## src/rtl/knn_classifier_core.sv

```systemverilog
// k-nearest-neighbour classifier: scans a loadable table of labelled 2-D points one per
// cycle, keeps a sorted nearest list, then majority-votes over the first k entries.
module knn_classifier_core #(
  parameter int DATA_W = 8,
  parameter int N_PTS  = 8,
  parameter int CLS_W  = 2,
  parameter int K_MAX  = 7,
  parameter int LAT_W  = 16
) (
  input  logic                     clk_i,
  input  logic                     reset_i,
  input  logic                     tr_we_i,
  input  logic [$clog2(N_PTS)-1:0] tr_addr_i,
  input  logic [DATA_W-1:0]        tr_x_i,
  input  logic [DATA_W-1:0]        tr_y_i,
  input  logic [CLS_W-1:0]         tr_cls_i,
  input  logic                     start_i,
  input  logic [DATA_W-1:0]        x_in_i,
  input  logic [DATA_W-1:0]        y_in_i,
  input  logic [3:0]               k_sel_i,
  output logic                     busy_o,
  output logic                     done_o,
  output logic [CLS_W-1:0]         pred_class_o,
  output logic [DATA_W+1:0]        min_dist_o,
  output logic                     tie_o,
  output logic [LAT_W-1:0]         latency_o
);
  localparam int AW = $clog2(N_PTS);
  localparam int DW = DATA_W + 2;
  localparam int NC = 2 ** CLS_W;

  typedef enum logic [1:0] {S_IDLE = 2'd0, S_SCAN = 2'd1, S_VOTE = 2'd2} state_t;
  state_t state_q, state_d;

  logic [DATA_W-1:0] tab_x [N_PTS];
  logic [DATA_W-1:0] tab_y [N_PTS];
  logic [CLS_W-1:0]  tab_c [N_PTS];
  logic [N_PTS-1:0]  tab_v_q;

  logic [DATA_W-1:0] qx_q, qy_q;
  logic [3:0]        k_q, k_eff;
  logic [AW-1:0]     idx_q;
  logic [LAT_W-1:0]  cnt_q;

  logic [K_MAX-1:0]  lst_v_q, lst_v_d, gt;
  logic [DW-1:0]     lst_d_q [K_MAX];
  logic [DW-1:0]     lst_d_d [K_MAX];
  logic [CLS_W-1:0]  lst_c_q [K_MAX];
  logic [CLS_W-1:0]  lst_c_d [K_MAX];

  logic              done_q, tie_q;
  logic [CLS_W-1:0]  pred_q;
  logic [DW-1:0]     mind_q;
  logic [LAT_W-1:0]  lat_q;

  logic wr_en, start_acc, last_idx, cur_v;
  logic [DATA_W-1:0] cur_x, cur_y;
  logic [CLS_W-1:0]  cur_c;
  logic [DATA_W:0]   dx, dy, ax, ay;
  logic [DW-1:0]     cur_d;

  assign wr_en     = tr_we_i && !busy_o && (int'(tr_addr_i) < N_PTS);
  assign start_acc = (state_q == S_IDLE) && start_i;
  assign last_idx  = (idx_q == AW'(N_PTS - 1));

  always_comb begin
    if (k_sel_i == 4'd0)              k_eff = 4'd1;
    else if (k_sel_i > 4'(K_MAX))     k_eff = 4'(K_MAX);
    else                              k_eff = k_sel_i;
  end

  always_ff @(posedge clk_i) begin
    if (wr_en) begin
      tab_x[tr_addr_i] <= tr_x_i;
      tab_y[tr_addr_i] <= tr_y_i;
      tab_c[tr_addr_i] <= tr_cls_i;
    end
  end

  assign cur_x = tab_x[idx_q];
  assign cur_y = tab_y[idx_q];
  assign cur_c = tab_c[idx_q];
  assign cur_v = tab_v_q[idx_q];

  // Sign-extend by one bit so the difference of any two coordinates fits.
  assign dx    = {qx_q[DATA_W-1], qx_q} - {cur_x[DATA_W-1], cur_x};
  assign dy    = {qy_q[DATA_W-1], qy_q} - {cur_y[DATA_W-1], cur_y};
  assign ax    = dx[DATA_W] ? ((DATA_W+1)'(0) - dx) : dx;
  assign ay    = dy[DATA_W] ? ((DATA_W+1)'(0) - dy) : dy;
  assign cur_d = {1'b0, ax} + {1'b0, ay};

  // Empty slots count as "greater", so gt is monotone and marks the insert point.
  for (genvar gi = 0; gi < K_MAX; gi++) begin : g_ins
    assign gt[gi] = !lst_v_q[gi] || (lst_d_q[gi] > cur_d);
    if (gi == 0) begin : g_head
      assign lst_d_d[gi] = gt[gi] ? cur_d : lst_d_q[gi];
      assign lst_c_d[gi] = gt[gi] ? cur_c : lst_c_q[gi];
      assign lst_v_d[gi] = gt[gi] ? 1'b1  : lst_v_q[gi];
    end else begin : g_tail
      assign lst_d_d[gi] = gt[gi-1] ? lst_d_q[gi-1] : (gt[gi] ? cur_d : lst_d_q[gi]);
      assign lst_c_d[gi] = gt[gi-1] ? lst_c_q[gi-1] : (gt[gi] ? cur_c : lst_c_q[gi]);
      assign lst_v_d[gi] = gt[gi-1] ? lst_v_q[gi-1] : (gt[gi] ? 1'b1  : lst_v_q[gi]);
    end
  end

  logic [3:0]       cls_cnt [NC];
  logic [3:0]       top_cnt, n_top;
  logic [CLS_W-1:0] win_cls;
  logic             win_tie;

  always_comb begin
    for (int c = 0; c < NC; c++) cls_cnt[c] = '0;
    top_cnt = '0;
    n_top   = '0;
    win_cls = '0;
    for (int p = 0; p < K_MAX; p++)
      if (lst_v_q[p] && (4'(p) < k_q)) cls_cnt[lst_c_q[p]] = cls_cnt[lst_c_q[p]] + 4'd1;
    for (int c = 0; c < NC; c++)
      if (cls_cnt[c] > top_cnt) top_cnt = cls_cnt[c];
    for (int c = 0; c < NC; c++)
      if (cls_cnt[c] == top_cnt) n_top = n_top + 4'd1;
    // Walk from the far end so the nearest top-count class is left standing.
    for (int p = K_MAX - 1; p >= 0; p--)
      if (lst_v_q[p] && (4'(p) < k_q) && (cls_cnt[lst_c_q[p]] == top_cnt)) win_cls = lst_c_q[p];
    win_tie = lst_v_q[0] && (n_top > 4'd1);
  end

  always_ff @(posedge clk_i or posedge reset_i) begin
    if (reset_i) state_q <= S_IDLE;
    else         state_q <= state_d;
  end

  always_comb begin
    state_d = state_q;
    case (state_q)
      S_IDLE:  if (start_i) state_d = S_SCAN;
      S_SCAN:  if (last_idx) state_d = S_VOTE;
      S_VOTE:  state_d = S_IDLE;
      default: state_d = S_IDLE;
    endcase
  end

  always_comb begin
    busy_o = (state_q != S_IDLE);
  end

  always_ff @(posedge clk_i or posedge reset_i) begin
    if (reset_i) begin
      tab_v_q <= '0;
      lst_v_q <= '0;
      qx_q    <= '0;
      qy_q    <= '0;
      k_q     <= 4'd1;
      idx_q   <= '0;
      cnt_q   <= '0;
      done_q  <= 1'b0;
      tie_q   <= 1'b0;
      pred_q  <= '0;
      mind_q  <= '0;
      lat_q   <= '0;
    end else begin
      done_q <= 1'b0;
      if (wr_en) tab_v_q[tr_addr_i] <= 1'b1;
      if (start_acc) begin
        qx_q    <= x_in_i;
        qy_q    <= y_in_i;
        k_q     <= k_eff;
        lst_v_q <= '0;
        idx_q   <= '0;
        cnt_q   <= '0;
      end
      if (state_q == S_SCAN) begin
        idx_q <= idx_q + AW'(1);
        cnt_q <= cnt_q + LAT_W'(1);
        if (cur_v) lst_v_q <= lst_v_d;
      end
      if (state_q == S_VOTE) begin
        pred_q <= win_cls;
        tie_q  <= win_tie;
        mind_q <= lst_v_q[0] ? lst_d_q[0] : '1;
        lat_q  <= cnt_q + LAT_W'(1);
        done_q <= 1'b1;
      end
    end
  end

  always_ff @(posedge clk_i) begin
    if ((state_q == S_SCAN) && cur_v) begin
      for (int p = 0; p < K_MAX; p++) begin
        lst_d_q[p] <= lst_d_d[p];
        lst_c_q[p] <= lst_c_d[p];
      end
    end
  end

  assign done_o       = done_q;
  assign pred_class_o = pred_q;
  assign min_dist_o   = mind_q;
  assign tie_o        = tie_q;
  assign latency_o    = lat_q;
endmodule

```

## config.mk

```make
export PLATFORM = sky130hd
export DESIGN_NAME = knn_classifier_core
export DESIGN_NICKNAME = d
export VERILOG_FILES = /design/src/rtl/knn_classifier_core.sv
export SDC_FILE = /design/constraint.sdc
export NUM_CORES = 1
export LEC_CHECK = 0
export CAP_MARGIN = 20
export CORE_MARGIN = 1
export CORE_UTILIZATION = 51
export DETAILED_ROUTE_END_ITERATION = 10
export PLACE_DENSITY = 0.74
export SETUP_SLACK_MARGIN = 0.05
export SYNTH_ARGS = -nofsm -noshare
export SYNTH_HDL_FRONTEND = slang
export SYNTH_SLANG_ARGS = --single-unit
```

## constraint.sdc

```tcl
create_clock -name clk_i -period 12.85 [get_ports clk_i]
set_clock_uncertainty 0.1 [all_clocks]
set_input_delay 1.9275 -clock clk_i [delete_from_list [all_inputs] [get_ports clk_i]]
set_output_delay 1.9275 -clock clk_i [all_outputs]
set_load 0.01 [all_outputs]
```

**Run 1: signal wires on met1**

Bar = 50 um.
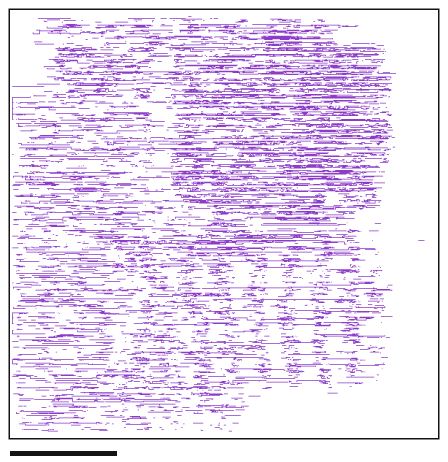
wire length on this layer: 20.5 mm
main direction: horizontal
longest straight run: 44.2 um
nets with wire on the layer: 1996
share of all routed wire: 40%

**Run 1: metal 2**

Bar = 50 um. Cells faint in the background.
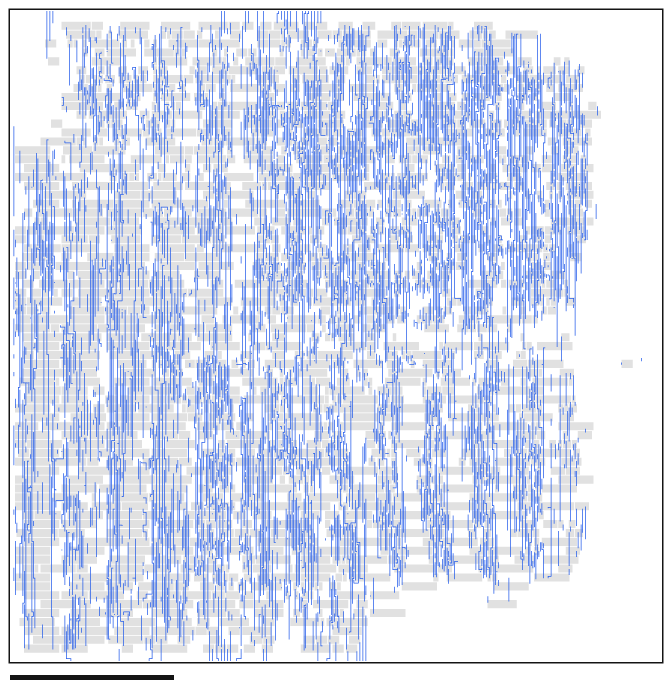
longest straight run: 87.4 um
wire length on this layer: 25.0 mm
main direction: vertical
nets with wire on the layer: 1811
share of all routed wire: 49%

**Run 1: metal 3**

Bar = 50 um. Cells faint in the background.
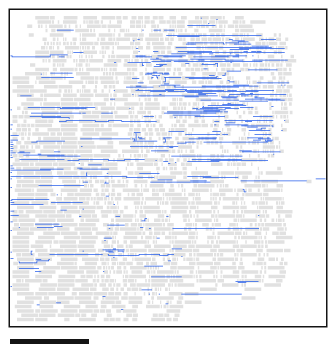
share of all routed wire: 6.8%
longest straight run: 73.4 um
nets with wire on the layer: 211

**Run 1: metal 4**

Bar = 50 um.
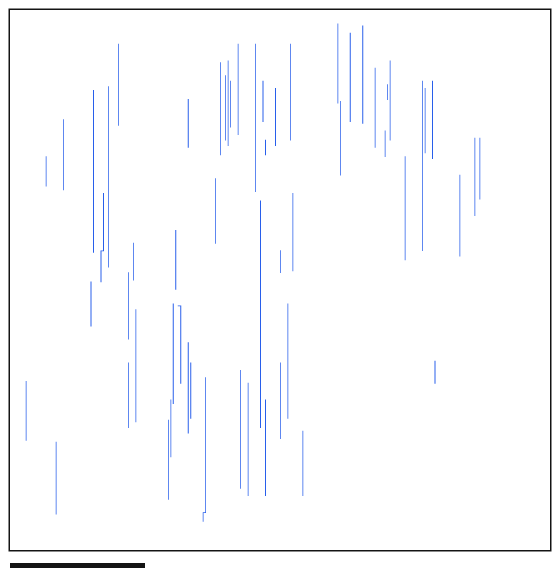
main direction: vertical
wire length on this layer: 1730 um
share of all routed wire: 3.4%
routed wire length: 50600 um
vias post-DR: 15000

## run 1: layout by cell type (no fill, tap or decap), drive strengths merged, types with 9 or more instances in the layout
master	count
or2	11
or3	10
xor2	39
nor2	104
xnor2	88
o211ai	18
nand2	178
o21a	13
o21ai	155
nor2b	25
nand3	48
nand2b	24
nor3	38
dfrtp	85
a31oi	26
a21o	38
ha	120
mux2	42
buf	92
mux2i	30
clkdlybuf4s50	75
mux4	64
clkinv	16
inv	76
o21bai	9
nand4	24
and3	16
a21oi	69
a211oi	12
o31ai	10
edfxtp	228
clkbuf	41
## run 1: cell type report
type                            count  area [um^2]  share of cell area
Multi-Input combinational cell   1325        10600               0.462
Clock inverter                     18          125             0.00543
Clock buffer                       41          887              0.0385
Tap cell                          511          639              0.0278
Timing Repair Buffer              167         1440              0.0626
Sequential cell                   314         9000               0.391
Inverter                           78          295              0.0128
## run 1: state kept, by name, indices dropped and copies added (netlist names), 2 cells and up
signal / cells
pred_class_o: 2
cnt_q: 16
idx_q: 3
tab_x: 64
k_q: 4
tab_v_q: 8
lst_c_q: 14
state_q: 2
lst_d_q: 70
lst_v_q: 7
tab_y: 64
qy_q: 8
qx_q: 8
latency_o: 16
tab_c: 16
min_dist_o: 10
## run 1: logic make-up (layout without fill, tap and decap cells)
| kind of cell | Yosys count | after routing |
|---|---|---|
| adder cells (fa/ha/maj) | 123 | 123 |
| AND-OR/OR-AND | 419 | 419 |
| buffers and inverters | 152 | 304 |
| multiplexers | 136 | 136 |
| XOR/XNOR | 130 | 130 |
| AND/OR/NAND/NOR | 517 | 517 |
| flip-flops | 314 | 314 |
## run 1: metal layers
metal,vias to the layer above,wire length [um],global-route usage
met5,-,0,0
met4,0,1730,0.0974
met3,127,3460,0.0373
met2,568,25000,0.445
met1,7328,20500,0.335
li1,6997,-,-
## run 1: through the flow
step	instance area (um^2)	TNS, ns
final	23000	0
after global routing	23000	-0.409
after CTS	22600	0
after detailed placement	21500	-0.800
after global placement	21500	0
after floorplan	19900	0
## run 1: repair_timing
action                                  CTS  global route
pin swaps                                 1            14
resized                                   7            52
endpoints found under the setup margin    3             3
buffers inserted                          5            17
hold buffers                              0             0
## run 1: worst reg2reg max path, delay by kind of cell, from the launching register on
kind / cells / cell delay [ns]
flops: 1 / 0.42
simple gates: 13 / 2.67
xor+xnor: 2 / 0.41
buf+inv: 8 / 0.97
fa+ha+maj: 9 / 2.46
compound gates: 22 / 4.14
mux: 3 / 1.14
==> impl_metrics.toml, run 1 <==
# yosys + openroad results
[outcome]
status = "finished clean"

[logic_synthesis]
ys_sh_xor = 0.0598
post_synth.cell_area_avg_um2 = 11.1
ys_top_cells_by_count = "edfxtp_1 (228), nand2_1 (178), o21ai_0 (147)"
enable_flop_cells = 228
synthFlopType = "edfxtp_1"
aoi_share = 0.140
top_area_frac = 0.345
ys_ff = 314
yosys_area_mm2 = 0.0199
adder_share = 0.0787
yosysUniqueCellTypes = 97
synth_stat.cells = 1791
top_cell = "edfxtp_1"

[route]
drtIter0Drc = 1391
dr.pass1.iters = 5
ant_nets = 0
detail_route.wl_per_cell_um = 20.6

[timing]
slew_viol_final = 0
worst_slack_ns = 0.454
hold_viol = 0
slew_headroom = 0.126

[setup_path]
endpoint_kind = "flop"
worst-path-max-fanout = 8
critical_path_class = "flop to flop"
cp_slowest_cell = "mux4_2"
startpoint_type = "flop"
critPathArrivalTime_ns = 12.69
rr_worst_depth = 57
critPathRequiredTime_ns = 13.15
cp_num_buf_inv = 8
r2r_end = "tie_o$_DFFE_PP0P_"

[floorplanning]
io_pins = 76
initCoreUtil = 0.522
core_mm2 = 0.0380

[global_routing]
grt_pass1_vias = 15100
grt_overflow_total = 0

[min_path]
hp-class = "flop to flop"
min_from = "tab_v_q[7]$_DFFE_PP0P_"

[clocking]
clock_latency_ns = 0.52
cts_made_buffers = 34
clock-sinks = 314
cts.path.max_buffers = 3
cts_tree = "yes"

[placed_design]
hpwl_um = 36400
dp_cells = 2372

[layout]
final_util = 0.606
**Run 1: congestion heat map**

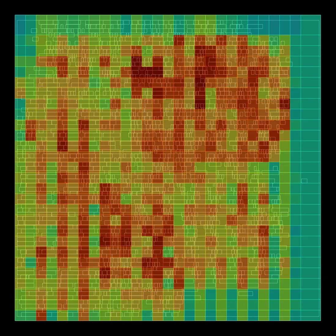

==> inputs of run 2 (changes only) <==
--- a/config.mk
+++ b/config.mk
@@ -9,7 +9,7 @@
 export CORE_MARGIN = 1
 export CORE_UTILIZATION = 51
 export DETAILED_ROUTE_END_ITERATION = 10
-export PLACE_DENSITY = 0.74
+export PLACE_DENSITY = 0.73
 export SETUP_SLACK_MARGIN = 0.05
 export SYNTH_ARGS = -nofsm -noshare
 export SYNTH_HDL_FRONTEND = slang
**Run 2: congestion heat map**

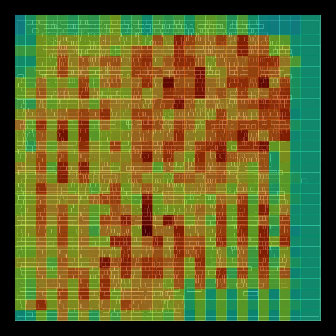
met3 Track Usage GR: 0.0344
routing usage on met2: 0.449
GR Util All Layers: 0.259

==> run 2 against run 1 <==
Against the previous run: synthesized cell count unchanged; fmax up 0.98%; register-to-register slack better by 0.12 ns; worst hold slack better by 0.0021 ns; die area unchanged.
==> impl_metrics.toml, run 2 <==
# yosys + openroad results
[setup_path]
critical_path_class = "flop to flop"
cp_slowest_cell = "or4_4"
startpoint_type = "flop"
critPathRequiredTime_ns = 13.19

[route]
routed_wl_um = 50300
detail_route.wl_per_cell_um = 20.6
drtIter0Drc = 1168

[global_routing]
grt_overflow_total = 0

[timing]
slew_headroom = 0.254
worst_slack_ns = 0.575
slew_viol_final = 0

[layout]
final_cell_mix = "edfxtp_1 (228), nand2_1 (178), o21ai_0 (144), ha_1 (112), nor2_1 (97)"
largest_reg_flops = 70

[floorplanning]
core_mm2 = 0.0380
io_pins = 76

[clocking]
clock_latency_ns = 0.53

[outcome]
status = "finished clean"

[logic_synthesis]
synth_stat.cells = 1791
run 2: metrics by stage:
step	setup TNS, ns	cells
global placement	0	2368
CTS	0	2433
global route	-0.418	2444
finish	0	2444
floorplan	0	1791
detailed placement	-0.626	2368
run 2: critical path: cells and delay by family, from the launching register on:
| family | cells | cell delay [ns] |
|---|---|---|
| buffers and inverters | 6 | 0.80 |
| adder cells (fa/ha/maj) | 7 | 2.00 |
| multiplexers | 5 | 1.67 |
| XOR/XNOR | 1 | 0.12 |
| AND-OR/OR-AND | 21 | 3.65 |
| flip-flops | 1 | 0.44 |
| AND/OR/NAND/NOR | 15 | 3.46 |
run 2: path summary, 6_finish.rpt:
path | from | end | cells after the start
hold reg to reg | tab_v_q[6]$_DFFE_PP0P_ | tab_v_q[6]$_DFFE_PP0P_ | 1
max in group asynchronous | reset_i | k_q[2]$_DFFE_PP0P_ | 3
hold / removal | tab_v_q[6]$_DFFE_PP0P_ | tab_v_q[6]$_DFFE_PP0P_ | 1
setup reg to reg | k_q[2]$_DFFE_PP0P_ | pred_class_o[1]$_DFFE_PP0P_ | 55
setup / recovery | k_q[2]$_DFFE_PP0P_ | pred_class_o[1]$_DFFE_PP0P_ | 55
min in group asynchronous | reset_i | cnt_q[8]$_DFFE_PP0P_ | 2
run 2: routing by layer:
| layer | part of all wire | GRT usage | up-vias |
|---|---|---|---|
| li1 | - | - | 6967 |
| met1 | 0.41 | 0.337 | 7318 |
| met2 | 0.51 | 0.449 | 498 |
| met3 | 0.056 | 0.0344 | 91 |
| met4 | 0.023 | 0.0812 | 0 |
| met5 | 0 | 0 | - |
run 2: cell type report:
type | instances | area, um^2
clock buffer | 51 | 986
fill | 3086 | 15100
multi-input combinational | 1325 | 10600
timing repair buffer | 153 | 1340
clock inverter | 12 | 115
tap | 511 | 639
sequential | 314 | 9000
inverter | 78 | 295
run 2: cell families (layout without fill, tap and decap cells):
logic type                 count (synthesis)  in the layout
DFF                                      314            314
muxes                                    136            136
buffers and inverters                    152            294
adders and majority gates                123            123
and+or+nand+nor                          517            517
AOI/OAI and AO/OA                        419            419
xor gates and xnor gates                 130            130
run 2: timing repair:
| action | in CTS | in global routing |
|---|---|---|
| setup buffers | 2 | 10 |
| setup endpoints to repair | 3 | 3 |
| pin swaps | 0 | 9 |
| resized | 9 | 39 |
